**src/rtl/rat_multi_ckp_if.sv**
```systemverilog
// Rename-stage bundle for rat_multi_ckp: rename group, lookups, checkpoint IDs and branch-unit restore/release.
// The master is decode plus the branch unit; the slave is the alias table.
interface rat_multi_ckp_if #(
    parameter int P_ADDR_WIDTH = 7,
    parameter int L_ADDR_WIDTH = 5,
    parameter int RN_W         = 2,
    parameter int C_NUM        = 4
);
    localparam int CW = $clog2(C_NUM);

    logic                                     rn_valid;
    logic                                     rn_ready;
    logic [RN_W-1:0]                          wr_en;
    logic [RN_W-1:0][L_ADDR_WIDTH-1:0]        wr_addr;
    logic [RN_W-1:0][P_ADDR_WIDTH-1:0]        wr_data;
    logic [RN_W-1:0]                          ckp_req;
    logic [RN_W-1:0][CW-1:0]                  ckp_id;
    logic [RN_W-1:0][L_ADDR_WIDTH-1:0]        rs1_addr;
    logic [RN_W-1:0][L_ADDR_WIDTH-1:0]        rs2_addr;
    logic [RN_W-1:0][L_ADDR_WIDTH-1:0]        rd_addr;
    logic [RN_W-1:0][P_ADDR_WIDTH-1:0]        rs1_data;
    logic [RN_W-1:0][P_ADDR_WIDTH-1:0]        rs2_data;
    logic [RN_W-1:0][P_ADDR_WIDTH-1:0]        rd_old;
    logic                                     release_valid;
    logic                                     restore_valid;
    logic [CW-1:0]                            restore_id;
    logic [CW:0]                              ckp_free_cnt;

    modport master (
        output rn_valid, wr_en, wr_addr, wr_data, ckp_req,
        output rs1_addr, rs2_addr, rd_addr,
        output release_valid, restore_valid, restore_id,
        input  rn_ready, ckp_id, rs1_data, rs2_data, rd_old, ckp_free_cnt
    );

    modport slave (
        input  rn_valid, wr_en, wr_addr, wr_data, ckp_req,
        input  rs1_addr, rs2_addr, rd_addr,
        input  release_valid, restore_valid, restore_id,
        output rn_ready, ckp_id, rs1_data, rs2_data, rd_old, ckp_free_cnt
    );
endinterface

```
**src/rtl/rat_multi_ckp.sv**
```systemverilog
// Multi-slot register alias table with a circular pool of C_NUM checkpoints (allocate/release/restore).
// Optional macro RAT_INTRA_BYPASS_EN forwards earlier-slot destinations of the same group to later-slot reads.
module rat_multi_ckp #(
    parameter int P_ADDR_WIDTH = 7,
    parameter int L_ADDR_WIDTH = 5,
    parameter int RN_W         = 2,
    parameter int C_NUM        = 4,
    parameter int RESET_BASE   = 8
) (
    input  logic               clk,
    input  logic               rst,
    rat_multi_ckp_if.slave     bus
);
    localparam int L_REGS = 2**L_ADDR_WIDTH;
    localparam int CW     = $clog2(C_NUM);
    localparam int SW     = CW + 4;

    typedef logic [L_REGS-1:0][P_ADDR_WIDTH-1:0] rat_t;

    rat_t                              r_cur_rat;
    rat_t                              r_ckp_rat [C_NUM];
    logic [CW-1:0]                     r_head;
    logic [CW-1:0]                     r_tail;
    logic [CW:0]                       r_count;

    logic [SW-1:0]                     w_req_cnt;
    logic [SW-1:0]                     w_free;
    logic                              w_ready;
    logic                              w_accept;
    logic                              w_release;
    logic [CW-1:0]                     w_head_nxt;
    logic [RN_W-1:0][CW-1:0]           w_ckp_id;
    rat_t                              w_stage [RN_W];
    logic [RN_W-1:0][P_ADDR_WIDTH-1:0] w_rs1_data;
    logic [RN_W-1:0][P_ADDR_WIDTH-1:0] w_rs2_data;
    logic [RN_W-1:0][P_ADDR_WIDTH-1:0] w_rd_old;

    function automatic logic [SW-1:0] popcount(input logic [RN_W-1:0] v);
        logic [SW-1:0] n;
        n = '0;
        for (int i = 0; i < RN_W; i++) n = n + SW'(v[i]);
        return n;
    endfunction

    assign w_req_cnt  = popcount(bus.ckp_req);
    assign w_free     = SW'(C_NUM) - SW'(r_count);
    assign w_ready    = (w_free >= w_req_cnt) && !bus.restore_valid;
    assign w_accept   = bus.rn_valid && w_ready;
    assign w_release  = bus.release_valid && (r_count != '0);
    assign w_head_nxt = r_head + CW'(w_release);

    assign bus.rn_ready     = w_ready;
    assign bus.ckp_free_cnt = w_free[CW:0];
    assign bus.ckp_id       = w_ckp_id;
    assign bus.rs1_data     = w_rs1_data;
    assign bus.rs2_data     = w_rs2_data;
    assign bus.rd_old       = w_rd_old;

    // Requesting slots take consecutive IDs starting at tail, in slot order.
    always_comb begin
        logic [CW-1:0] v_ofs;
        v_ofs = '0;
        for (int s = 0; s < RN_W; s++) begin
            w_ckp_id[s] = r_tail + v_ofs;
            if (bus.ckp_req[s]) v_ofs = v_ofs + CW'(1);
        end
    end

    // w_stage[s] is the table after the writes of slots 0..s; it is both the snapshot for slot s and the next table.
    always_comb begin
        rat_t v_rat;
        v_rat = r_cur_rat;
        for (int s = 0; s < RN_W; s++) begin
            if (bus.wr_en[s]) v_rat[bus.wr_addr[s]] = bus.wr_data[s];
            w_stage[s] = v_rat;
        end
    end

    always_comb begin
        for (int s = 0; s < RN_W; s++) begin
            w_rs1_data[s] = r_cur_rat[bus.rs1_addr[s]];
            w_rs2_data[s] = r_cur_rat[bus.rs2_addr[s]];
            w_rd_old[s]   = r_cur_rat[bus.rd_addr[s]];
`ifdef RAT_INTRA_BYPASS_EN
            if (bus.rn_valid) begin
                for (int t = 0; t < s; t++) begin
                    if (bus.wr_en[t] && bus.wr_addr[t] == bus.rs1_addr[s]) w_rs1_data[s] = bus.wr_data[t];
                    if (bus.wr_en[t] && bus.wr_addr[t] == bus.rs2_addr[s]) w_rs2_data[s] = bus.wr_data[t];
                    if (bus.wr_en[t] && bus.wr_addr[t] == bus.rd_addr[s])  w_rd_old[s]   = bus.wr_data[t];
                end
            end
`endif
        end
    end

    always_ff @(posedge clk) begin
        if (rst) begin
            for (int i = 0; i < L_REGS; i++) r_cur_rat[i] <= P_ADDR_WIDTH'(RESET_BASE + i);
            r_head  <= '0;
            r_tail  <= '0;
            r_count <= '0;
        end else begin
            r_head <= w_head_nxt;
            if (bus.restore_valid) begin
                // Live IDs become head'..restore_id; everything younger is discarded.
                r_cur_rat <= r_ckp_rat[bus.restore_id];
                r_tail    <= bus.restore_id + CW'(1);
                r_count   <= {1'b0, bus.restore_id - w_head_nxt} + (CW+1)'(1);
            end else if (w_accept) begin
                r_cur_rat <= w_stage[RN_W-1];
                r_tail    <= r_tail + w_req_cnt[CW-1:0];
                r_count   <= r_count + w_req_cnt[CW:0] - (CW+1)'(w_release);
            end else begin
                r_count   <= r_count - (CW+1)'(w_release);
            end
        end
    end

    always_ff @(posedge clk) begin
        if (!rst && w_accept) begin
            for (int s = 0; s < RN_W; s++) begin
                if (bus.ckp_req[s]) r_ckp_rat[w_ckp_id[s]] <= w_stage[s];
            end
        end
    end
endmodule

```
**src/flat_wrapper.sv**
```systemverilog
// flat-port wrapper written by rule: the top's interface ports become plain ports
module rat_multi_ckp_flat 
#(
    parameter int P_ADDR_WIDTH = 7,
    parameter int L_ADDR_WIDTH = 5,
    parameter int RN_W         = 2,
    parameter int C_NUM        = 4,
    parameter int RESET_BASE   = 8
)
  (clk, rst, bus_rn_valid, bus_wr_en, bus_wr_addr, bus_wr_data, bus_ckp_req, bus_rs1_addr, bus_rs2_addr, bus_rd_addr, bus_release_valid, bus_restore_valid, bus_restore_id, bus_rn_ready, bus_ckp_id, bus_rs1_data, bus_rs2_data, bus_rd_old, bus_ckp_free_cnt);
  rat_multi_ckp_if #(.P_ADDR_WIDTH(P_ADDR_WIDTH), .L_ADDR_WIDTH(L_ADDR_WIDTH), .RN_W(RN_W), .C_NUM(C_NUM)) bus_i ();
  input  logic clk;
  input  logic rst;
  input wire logic [$bits(bus_i.rn_valid)-1:0] bus_rn_valid;
  input wire logic [$bits(bus_i.wr_en)-1:0] bus_wr_en;
  input wire logic [$bits(bus_i.wr_addr)-1:0] bus_wr_addr;
  input wire logic [$bits(bus_i.wr_data)-1:0] bus_wr_data;
  input wire logic [$bits(bus_i.ckp_req)-1:0] bus_ckp_req;
  input wire logic [$bits(bus_i.rs1_addr)-1:0] bus_rs1_addr;
  input wire logic [$bits(bus_i.rs2_addr)-1:0] bus_rs2_addr;
  input wire logic [$bits(bus_i.rd_addr)-1:0] bus_rd_addr;
  input wire logic [$bits(bus_i.release_valid)-1:0] bus_release_valid;
  input wire logic [$bits(bus_i.restore_valid)-1:0] bus_restore_valid;
  input wire logic [$bits(bus_i.restore_id)-1:0] bus_restore_id;
  output wire logic [$bits(bus_i.rn_ready)-1:0] bus_rn_ready;
  output wire logic [$bits(bus_i.ckp_id)-1:0] bus_ckp_id;
  output wire logic [$bits(bus_i.rs1_data)-1:0] bus_rs1_data;
  output wire logic [$bits(bus_i.rs2_data)-1:0] bus_rs2_data;
  output wire logic [$bits(bus_i.rd_old)-1:0] bus_rd_old;
  output wire logic [$bits(bus_i.ckp_free_cnt)-1:0] bus_ckp_free_cnt;
  assign bus_i.rn_valid = bus_rn_valid;
  assign bus_i.wr_en = bus_wr_en;
  assign bus_i.wr_addr = bus_wr_addr;
  assign bus_i.wr_data = bus_wr_data;
  assign bus_i.ckp_req = bus_ckp_req;
  assign bus_i.rs1_addr = bus_rs1_addr;
  assign bus_i.rs2_addr = bus_rs2_addr;
  assign bus_i.rd_addr = bus_rd_addr;
  assign bus_i.release_valid = bus_release_valid;
  assign bus_i.restore_valid = bus_restore_valid;
  assign bus_i.restore_id = bus_restore_id;
  assign bus_rn_ready = bus_i.rn_ready;
  assign bus_ckp_id = bus_i.ckp_id;
  assign bus_rs1_data = bus_i.rs1_data;
  assign bus_rs2_data = bus_i.rs2_data;
  assign bus_rd_old = bus_i.rd_old;
  assign bus_ckp_free_cnt = bus_i.ckp_free_cnt;
  rat_multi_ckp #(.P_ADDR_WIDTH(P_ADDR_WIDTH), .L_ADDR_WIDTH(L_ADDR_WIDTH), .RN_W(RN_W), .C_NUM(C_NUM), .RESET_BASE(RESET_BASE)) u_core (.clk(clk), .rst(rst), .bus(bus_i));
endmodule
```
**config.mk**
```make
export PLATFORM = sky130hd
export DESIGN_NAME = rat_multi_ckp_flat
export DESIGN_NICKNAME = d
export VERILOG_FILES = /design/src/rtl/rat_multi_ckp_if.sv /design/src/rtl/rat_multi_ckp.sv /design/src/flat_wrapper.sv
export SDC_FILE = /design/constraint.sdc
export NUM_CORES = 2
export LEC_CHECK = 0
export CELL_PAD_IN_SITES_DETAIL_PLACEMENT = 2
export CELL_PAD_IN_SITES_GLOBAL_PLACEMENT = 2
export CORE_UTILIZATION = 46
export CTS_CLUSTER_DIAMETER = 60
export DETAILED_ROUTE_END_ITERATION = 6
export GPL_TIMING_DRIVEN = 1
export PLACE_DENSITY_LB_ADDON = 0.1
export RECOVER_POWER = 100
export SLEW_MARGIN = 5
export SYNTH_ARGS = -nofsm -noshare
export SYNTH_HDL_FRONTEND = slang
export SYNTH_SLANG_ARGS = --single-unit
```
**constraint.sdc**
```tcl
create_clock -name clk -period 58.3 [get_ports clk]
set_clock_uncertainty 0.05 [all_clocks]
set_input_delay 11.66 -clock clk [delete_from_list [all_inputs] [get_ports clk]]
set_output_delay 11.66 -clock clk [all_outputs]
set_load 0.01 [all_outputs]
```
Fig. 1: M2 wires
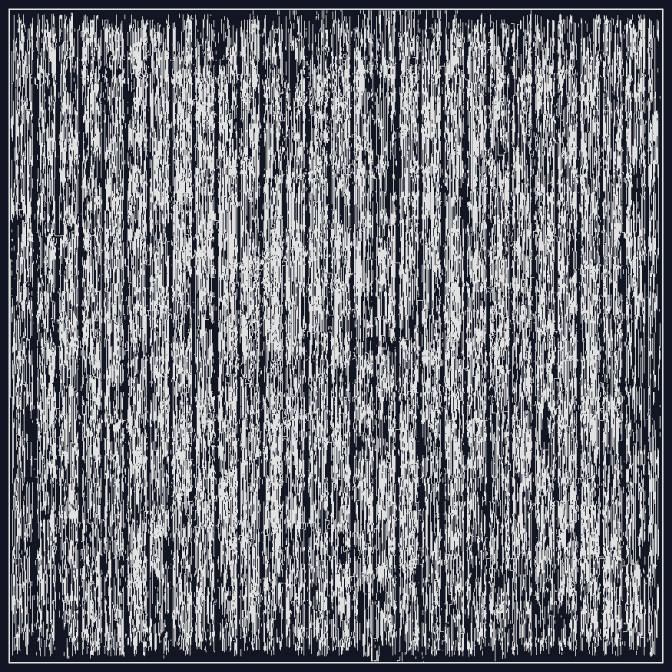
longest straight run	129 um
nets with wire on the layer	5906
wire length on this layer	160 mm
share of all routed wire	45%
main direction	vertical

Fig. 2: congestion heat map
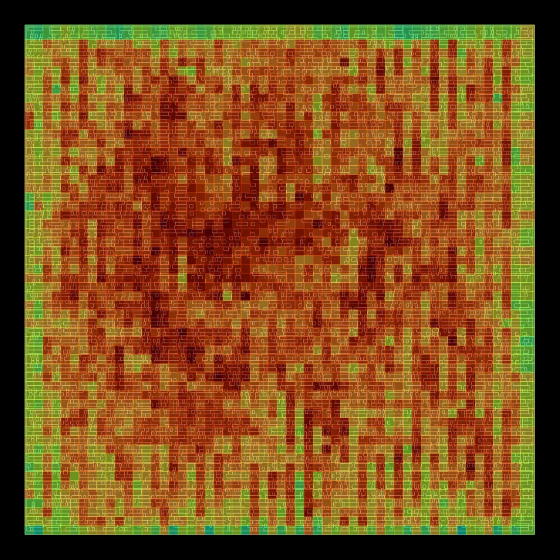
per-cell routed wire length: 42.2 um
met1 usage: 0.574
most used routing layer: met2

Fig. 3: placement density heat map
39 x 39 tiles, from white (low) to dark blue (high), 0 to 100% covered.
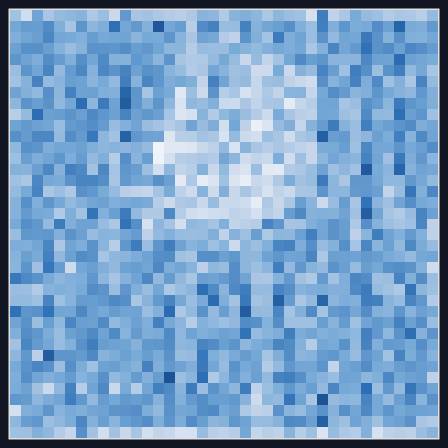
tiles over 75% full	1.4%
fullest tile	86%
mean over tiles	48%

Fig. 4: routed metal, one colour a layer
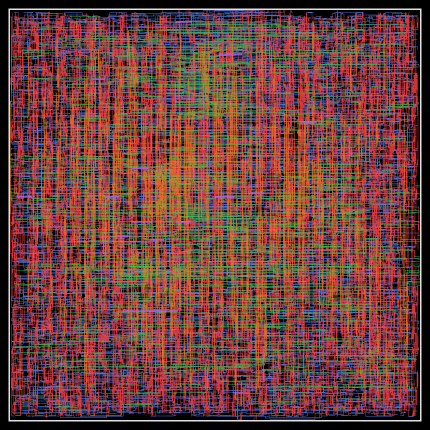
colour	layer	wire length
red	metal 2	160 mm
purple	metal 5	225 um
orange	metal 4	26.6 mm
green	metal 3	40.6 mm
blue	metal 1	128 mm

==> flow_summary.json <==
{
  "slew_headroom": -5.62,
  "gp_congestion": 1.06,
  "cts_setup_buffers": 0,
  "synth.avg_cell_area_um2": 10.5,
  "comb_cell_power_uw": 547,
  "clockRootBuffer": "clkbuf_16",
  "cp-startpoint": "rst",
  "path_buffers": 5,
  "min_path_cells": 2,
  "met3WireLength_um": 40600,
  "area.growth.synth_to_final_pct": 8.76,
  "grt_max_degree": 125,
  "wl_met1_um": 128000,
  "cp_common_cell": "clkbuf_1",
  "wl_met2_um": 160000,
  "slowest_delay_ns": 6.64,
  "clock_path_buffers": 3,
  "clkTransAtPathRegs_ns": 0.06,
  "core_um2": 150000,
  "synthAoiAreaFrac": 0.162,
  "grt_use_total": 0.460,
  "yosys-top-cells-count": "a21oi_1 (1204), edfxtp_1 (896), nor2_1 (607)",
  "period_minus_slack_ns": 29.25,
  "final_cell_area_um2": 75500,
  "min_path_type": "flip-flop to flip-flop",
  "cts_resized": 0,
  "vdd_ir_drop_max_uv": 27.6,
  "reg2reg_slack_ns": 41.48,
  "grt_pass1_wl_um": 499000,
  "power-top-group": "registers",
  "synth_flops": 1127,
  "maxSlewViolCount": 2738,
  "crit_fanout": 111,
  "ff_count": 1127,
  "stdcell_count": 8438,
  "fmax_mhz": 34.2,
  "fin_util": 0.504,
  "dp_hpwl_um": 224000,
  "met2_usage": 0.704,
  "setup_viol": 0,
  "clk_latency_ns": 0.80,
  "fp.dieH_um": 390,
  "ys_seq_frac": 0.454,
  "lay_top_count": "a21oi_1",
  "start_kind": "primary input",
  "p_leak_uw": 0.0248,
  "hold_path_end": "u_core.r_head[1]",
  "fp_nets": 6697,
  "intPower_uw": 1640,
  "ios": 115,
  "status": "finished, violations left",
  "ys_types": 77,
  "synthSimpleGateAreaFrac": 0.127,
  "path_depth": 9,
  "p_seq_frac": 0.428,
  "nClkBuffers": 207,
  "p_per_area_nw_per_um2": 33.1,
  "io_buffers": 114,
  "row_count": 142,
  "seq-power_uw": 1070,
  "inv_count": 17,
  "synth_adder_area_share": 0.00281,
  "totalWireLength_um": 356000,
  "layout_top_cells": "a21oi_1 (1203), edfxtp_1 (896), nor2_1 (607)",
  "logic_family": "multiplexers",
  "drt-initial-drc-count": 7953,
  "grt_overflow": 0,
  "async_flop_share": 0,
  "synthMuxAreaShare": 0.206,
  "num_vias": 63800,
  "crit_chain": "clkbuf_1, clkbuf_1, clkbuf_1, nor4b_1, nand3_1, o32ai_1, a32o_1, clkbuf_1, clkbuf_1",
  "fin_nets": 6363,
  "cts.sinks": 1127,
  "sh_comb_area": 0.460,
  "ys_cells": 6617,
  "rsz0062_at_grt": "no",
  "worstMarginPinSlew_ns": 9.92,
  "numCtsBuffers": 138,
  "critPathSlowestCell": "clkbuf_1",
  "seq_share": 0.418,
  "comb_area_um2": 34700,
  "routed.top_layer": "met5",
  "grt.met3_usage": 0.121,
  "post-route-period-util": 0.502,
  "worst-r2r-cell-count": 12,
  "p_sw_uw": 859,
  "seqCellArea_um2": 31500,
  "crit_family": "buffers and inverters",
  "vias_per_cell": 7.56,
  "power.share.clock": 0.353,
  "holdCritStartpoint": "u_core.r_head[1]",
  "r2r_start": "u_core.r_count[0]",
  "worstSetupEndpointType": "flip-flop",
  "synth-main-ff-cell": "edfxtp_1",
  "syn-cell-area_um2": 69400,
  "dieArea_um2": 152000,
  "violations": "max-capacitance violations, max-slew violations",
  "drv_cap": 52,
  "whs_ns": 0.557,
  "ys_chip_area_um2": 69400
}
No activity file was given, so power comes from the tool's default toggle rates.
